$ cat config.mk
export PLATFORM = sky130hd
export DESIGN_NAME = tdm_demux_4ch_flat
export DESIGN_NICKNAME = d
export VERILOG_FILES = /design/src/rtl/tdm_pkg.sv /design/src/rtl/tdm_demux_4ch_if.sv /design/src/rtl/tdm_slot_ctr.sv /design/src/rtl/tdm_demux_4ch.sv /design/src/flat_wrapper.sv
export SDC_FILE = /design/constraint.sdc
export NUM_CORES = 1
export LEC_CHECK = 0
export CAP_MARGIN = 20
export CORE_MARGIN = 3
export CORE_UTILIZATION = 40
export DETAILED_ROUTE_END_ITERATION = 8
export GPL_ROUTABILITY_DRIVEN = 1
export HOLD_SLACK_MARGIN = 0.15
export PLACE_DENSITY_LB_ADDON = 0.2
export SLEW_MARGIN = 20
export SYNTH_ARGS = -nofsm -noshare
export SYNTH_HDL_FRONTEND = slang
export SYNTH_SLANG_ARGS = --single-unit
$ cat constraint.sdc
create_clock -name clk -period 2.4 [get_ports clk]
set_input_delay 0.48 -clock clk [delete_from_list [all_inputs] [get_ports clk]]
set_output_delay 0.48 -clock clk [all_outputs]
set_load 0.02 [all_outputs]
$ cat src/rtl/tdm_pkg.sv
// Shared constants for the TDM link: the frame geometry and the receiver
// framing-state encoding. The TDM transmitter imports the same package.
package tdm_pkg;

    localparam int SLOTS  = 4;
    localparam int SLOT_W = 2;

    localparam logic [SLOT_W-1:0] SLOT_ZERO = 2'd0;
    localparam logic [SLOT_W-1:0] SLOT_ONE  = 2'd1;
    localparam logic [SLOT_W-1:0] SLOT_LAST = 2'd3;

    typedef enum logic {
        HUNT   = 1'b0,
        LOCKED = 1'b1
    } tdm_state_e;

endpackage : tdm_pkg

$ cat src/rtl/tdm_demux_4ch_if.sv
// Serial TDM input stream and 4-slot parallel frame output of the demux.
// The slave modport is the demux itself; the master modport is its environment.
interface tdm_demux_4ch_if #(parameter int WIDTH = 1);

    logic                              din_valid;
    logic [WIDTH-1:0]                  din;
    logic                              frame_sync;
    logic [tdm_pkg::SLOTS*WIDTH-1:0]   data_out;
    logic                              frame_valid;
    logic                              sync_err;
    logic                              locked;

    modport master (
        output din_valid, din, frame_sync,
        input  data_out, frame_valid, sync_err, locked
    );

    modport slave (
        input  din_valid, din, frame_sync,
        output data_out, frame_valid, sync_err, locked
    );

endinterface : tdm_demux_4ch_if

$ cat src/rtl/tdm_slot_ctr.sv
// Slot index counter for the TDM receiver: loads 1 on a sync sample,
// increments on enable and wraps 3 -> 0; wrap flags the last slot.
module tdm_slot_ctr
    import tdm_pkg::*;
(
    input  logic              clk,
    input  logic              rst,
    input  logic              en,
    input  logic              load,
    output logic [SLOT_W-1:0] cnt,
    output logic              wrap
);

    logic [SLOT_W-1:0] cnt_r;

    // Slot counter register; load takes priority over increment.
    always_ff @(posedge clk or posedge rst) begin
        if (rst) begin
            cnt_r <= SLOT_ZERO;
        end else if (load) begin
            cnt_r <= SLOT_ONE;
        end else if (en) begin
            cnt_r <= cnt_r + SLOT_ONE;
        end else begin
            cnt_r <= cnt_r;
        end
    end

    assign cnt  = cnt_r;
    assign wrap = (cnt_r == SLOT_LAST);

endmodule : tdm_slot_ctr

$ cat src/rtl/tdm_demux_4ch.sv
// Four-channel TDM demultiplexer: stages slots 0..2, then publishes the whole
// frame on data_out together with slot 3 so consumers never see a partial frame.
module tdm_demux_4ch
    import tdm_pkg::*;
#(
    parameter int WIDTH = 1
)
(
    input  logic          clk,
    input  logic          rst,
    tdm_demux_4ch_if.slave bus
);

    tdm_state_e                  state_r;
    logic [SLOT_W-1:0]           cnt_s;
    logic                        wrap_s;
    logic                        ctr_load_s;
    logic                        ctr_en_s;
    logic [2:0][WIDTH-1:0]       stg_r;
    logic [SLOTS*WIDTH-1:0]      data_out_r;
    logic                        frame_valid_r;
    logic                        sync_err_r;
    logic                        locked_r;

    // A missing sync leaves the counter at 0, so it only advances on mid-frame slots.
    assign ctr_load_s = bus.din_valid & bus.frame_sync;
    assign ctr_en_s   = bus.din_valid & ~bus.frame_sync &
                        (state_r == LOCKED) & (cnt_s != SLOT_ZERO);

    tdm_slot_ctr u_slot_ctr (
        .clk  (clk),
        .rst  (rst),
        .en   (ctr_en_s),
        .load (ctr_load_s),
        .cnt  (cnt_s),
        .wrap (wrap_s)
    );

    // Framing FSM with staging register and registered frame/status outputs.
    always_ff @(posedge clk or posedge rst) begin
        if (rst) begin
            state_r       <= HUNT;
            stg_r         <= '0;
            data_out_r    <= '0;
            frame_valid_r <= 1'b0;
            sync_err_r    <= 1'b0;
            locked_r      <= 1'b0;
        end else begin
            frame_valid_r <= 1'b0;
            sync_err_r    <= 1'b0;
            if (bus.din_valid) begin
                case (state_r)
                    HUNT: begin
                        if (bus.frame_sync) begin
                            stg_r[0] <= bus.din;
                            state_r  <= LOCKED;
                            locked_r <= 1'b1;
                        end else begin
                            state_r  <= HUNT;
                        end
                    end
                    LOCKED: begin
                        if (bus.frame_sync) begin
                            // Early sync restarts the frame; stale slots get overwritten.
                            stg_r[0]   <= bus.din;
                            sync_err_r <= (cnt_s != SLOT_ZERO);
                        end else if (cnt_s == SLOT_ZERO) begin
                            sync_err_r <= 1'b1;
                            state_r    <= HUNT;
                            locked_r   <= 1'b0;
                        end else if (wrap_s) begin
                            data_out_r    <= {bus.din, stg_r[2], stg_r[1], stg_r[0]};
                            frame_valid_r <= 1'b1;
                        end else if (cnt_s == SLOT_ONE) begin
                            stg_r[1] <= bus.din;
                        end else begin
                            stg_r[2] <= bus.din;
                        end
                    end
                    default: begin
                        state_r  <= HUNT;
                        locked_r <= 1'b0;
                    end
                endcase
            end else begin
                state_r <= state_r;
            end
        end
    end

    assign bus.data_out    = data_out_r;
    assign bus.frame_valid = frame_valid_r;
    assign bus.sync_err    = sync_err_r;
    assign bus.locked      = locked_r;

endmodule : tdm_demux_4ch
$ cat src/flat_wrapper.sv
// flat-port wrapper written by rule: the top's interface ports become plain ports
module tdm_demux_4ch_flat import tdm_pkg::*;
#(
    parameter int WIDTH = 1
)
  (clk, rst, bus_din_valid, bus_din, bus_frame_sync, bus_data_out, bus_frame_valid, bus_sync_err, bus_locked);
  tdm_demux_4ch_if #(.WIDTH(WIDTH)) bus_i ();
  input  logic clk;
  input  logic rst;
  input wire logic [$bits(bus_i.din_valid)-1:0] bus_din_valid;
  input wire logic [$bits(bus_i.din)-1:0] bus_din;
  input wire logic [$bits(bus_i.frame_sync)-1:0] bus_frame_sync;
  output wire logic [$bits(bus_i.data_out)-1:0] bus_data_out;
  output wire logic [$bits(bus_i.frame_valid)-1:0] bus_frame_valid;
  output wire logic [$bits(bus_i.sync_err)-1:0] bus_sync_err;
  output wire logic [$bits(bus_i.locked)-1:0] bus_locked;
  assign bus_i.din_valid = bus_din_valid;
  assign bus_i.din = bus_din;
  assign bus_i.frame_sync = bus_frame_sync;
  assign bus_data_out = bus_i.data_out;
  assign bus_frame_valid = bus_i.frame_valid;
  assign bus_sync_err = bus_i.sync_err;
  assign bus_locked = bus_i.locked;
  tdm_demux_4ch #(.WIDTH(WIDTH)) u_core (.clk(clk), .rst(rst), .bus(bus_i));
endmodule
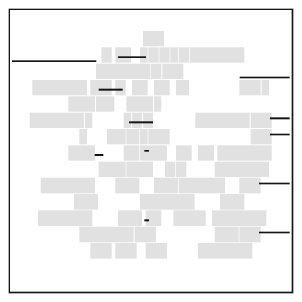
met3.png
Scale: 6 px per um. Cells faint in the background.
wire length on this layer: 50.8 um
main direction: horizontal
nets with wire on the layer: 9
share of all routed wire: 4.8%
longest straight run: 13.8 um

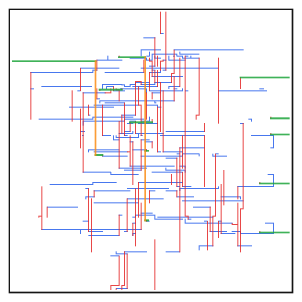
metal_stack.png
Scale: 6 px per um.
| colour | layer | wire length |
|---|---|---|
| blue | met1 | 523 um |
| orange | met4 | 42.8 um |
| green | met3 | 50.8 um |
| red | met2 | 443 um |

==> cell usage after synthesis (2+ instances only) <==
cell,number,area (um2)
sky130_fd_sc_hd__dfrtp_1,13,325.3
sky130_fd_sc_hd__ha_1,6,75.07
sky130_fd_sc_hd__inv_1,6,22.52
sky130_fd_sc_hd__a21oi_1,4,20.02
sky130_fd_sc_hd__mux2_2,4,45.04
sky130_fd_sc_hd__and3_2,2,15.01
sky130_fd_sc_hd__mux2_1,2,22.52
sky130_fd_sc_hd__nand3_1,2,10.01
sky130_fd_sc_hd__nor2_1,2,7.510
sky130_fd_sc_hd__o21ai_0,2,10.01
==> impl_results.rst <==
Metrics
=======

.. list-table::
   :header-rows: 1

   * - Metric
     - Value
   * - Number of different library cells in the post-synthesis netlist
     - 22
   * - Ratio of cells with drive above 1 in the final layout
     - a little under a quarter
   * - Signed area change from the synthesized netlist to the final layout
     - 21.83%
   * - Count of warning messages emitted by the tools
     - 30
   * - Top layer in use
     - met4
   * - Worst slew margin relative to its limit
     - around 67%
   * - Area of the die
     - between 0.002 and 0.0025 mm2
   * - Vertical die dimension
     - ~47 um
   * - Ports placed on the boundary
     - 12
   * - Total global-route track usage
     - roughly 12%
   * - Horizontal die size
     - about 47 um
   * - Post-synthesis sequential element count
     - 13
   * - Total Power
     - around 0.9 mW
   * - Adder and majority gate portion of the synthesized area
     - between 10% and 20%
   * - Filler instances
     - 141
   * - Critical path destination
     - u_core.stg_r[2]$_DFFE_PP0P_
   * - Routed met1 length
     - about 520 um
   * - Largest net degree at the start of global routing
     - 14
   * - Number of detailed-routing iterations run before antenna repair
     - 4
   * - Clock tree from TritonCTS
     - yes
   * - Hold Path Class
     - flop to flop
   * - Power group with the largest share
     - combinational cells
   * - Post-synth mux share
     - between 10% and 20%
   * - Length of routed met2 wiring
     - ~440 um
   * - TritonCTS buffer count
     - 3
   * - Hold-fix buffers, CTS
     - 0
   * - Clk Tree Root Cell
     - sky130_fd_sc_hd__clkbuf_4
   * - Violation count after the first detailed-route iteration
     - 5
   * - HP Start
     - u_core.stg_r[2]$_DFFE_PP0P_
   * - RSZ-0062 raised after global routing
     - false
   * - Number of cells on the worst hold path
     - 1
   * - Finished layout cell area
     - 817.0 um2
   * - Grt met1 use
     - 16.82%
   * - Final routed wirelength across all metal layers
     - between 1 and 1.5 mm
   * - Via count of the first global-routing pass
     - between 300 and 400
   * - Sequential-cell power consumption
     - between 0.3 and 0.4 mW
   * - Placed wire-length estimate after detailed placement
     - roughly 800 um
   * - Clock insertion delay at the later pin of the skew report
     - about 0.28 ns
   * - Number of signal-net inverters in the final layout
     - 6
   * - Fin. Hold Viols
     - 0
   * - Comb area share
     - between 30% and 40%
   * - Result of the run
     - finished, final reports clean
   * - Time the worst path needs with I/O delays and setup
     - 1.775 ns
   * - Category of the critical setup timing path
     - input port to flop
   * - Routability Congestion
     - 0.7836
   * - Reg2Reg Capture Point
     - u_core.stg_r[2]$_DFFE_PP0P_
   * - Post-route non-filler standard cell count
     - about 85
   * - Sequential power share
     - about two fifths
   * - Yosys xor share
     - 0%
   * - Internal power consumption
     - ~0.57 mW
   * - Placed cells
     - 81
   * - Chip area from the yosys synthesis statistics
     - ~670 um2
   * - Total number of clock tree sinks
     - 13
   * - Clock transition at path regs
     - about 0.080 ns
   * - Family with the most delay on the worst path
     - buffers and inverters
   * - Worst voltage drop across the vdd grid
     - approximately 0.47 mV
   * - Mapped Nets
     - roughly 66
   * - Register-to-register setup slack
     - roughly 0.66 ns
   * - GR Layer Usage met3
     - about 4.6%
   * - Syn_area_per_cell
     - 12.19 um2
   * - Highest-count logic cell in the final layout
     - sky130_fd_sc_hd__dfrtp_1
   * - Achievable Freq
     - around 560 MHz
   * - Total gr overflow
     - 0
   * - Comb power
     - ~0.38 mW
   * - Worst Setup Slack post-DPL
     - ~0.31 ns
   * - Post-synth ARST share
     - 100.0%
   * - EDFF count, synth
     - 0
Power is estimated from default activity; no workload was simulated.
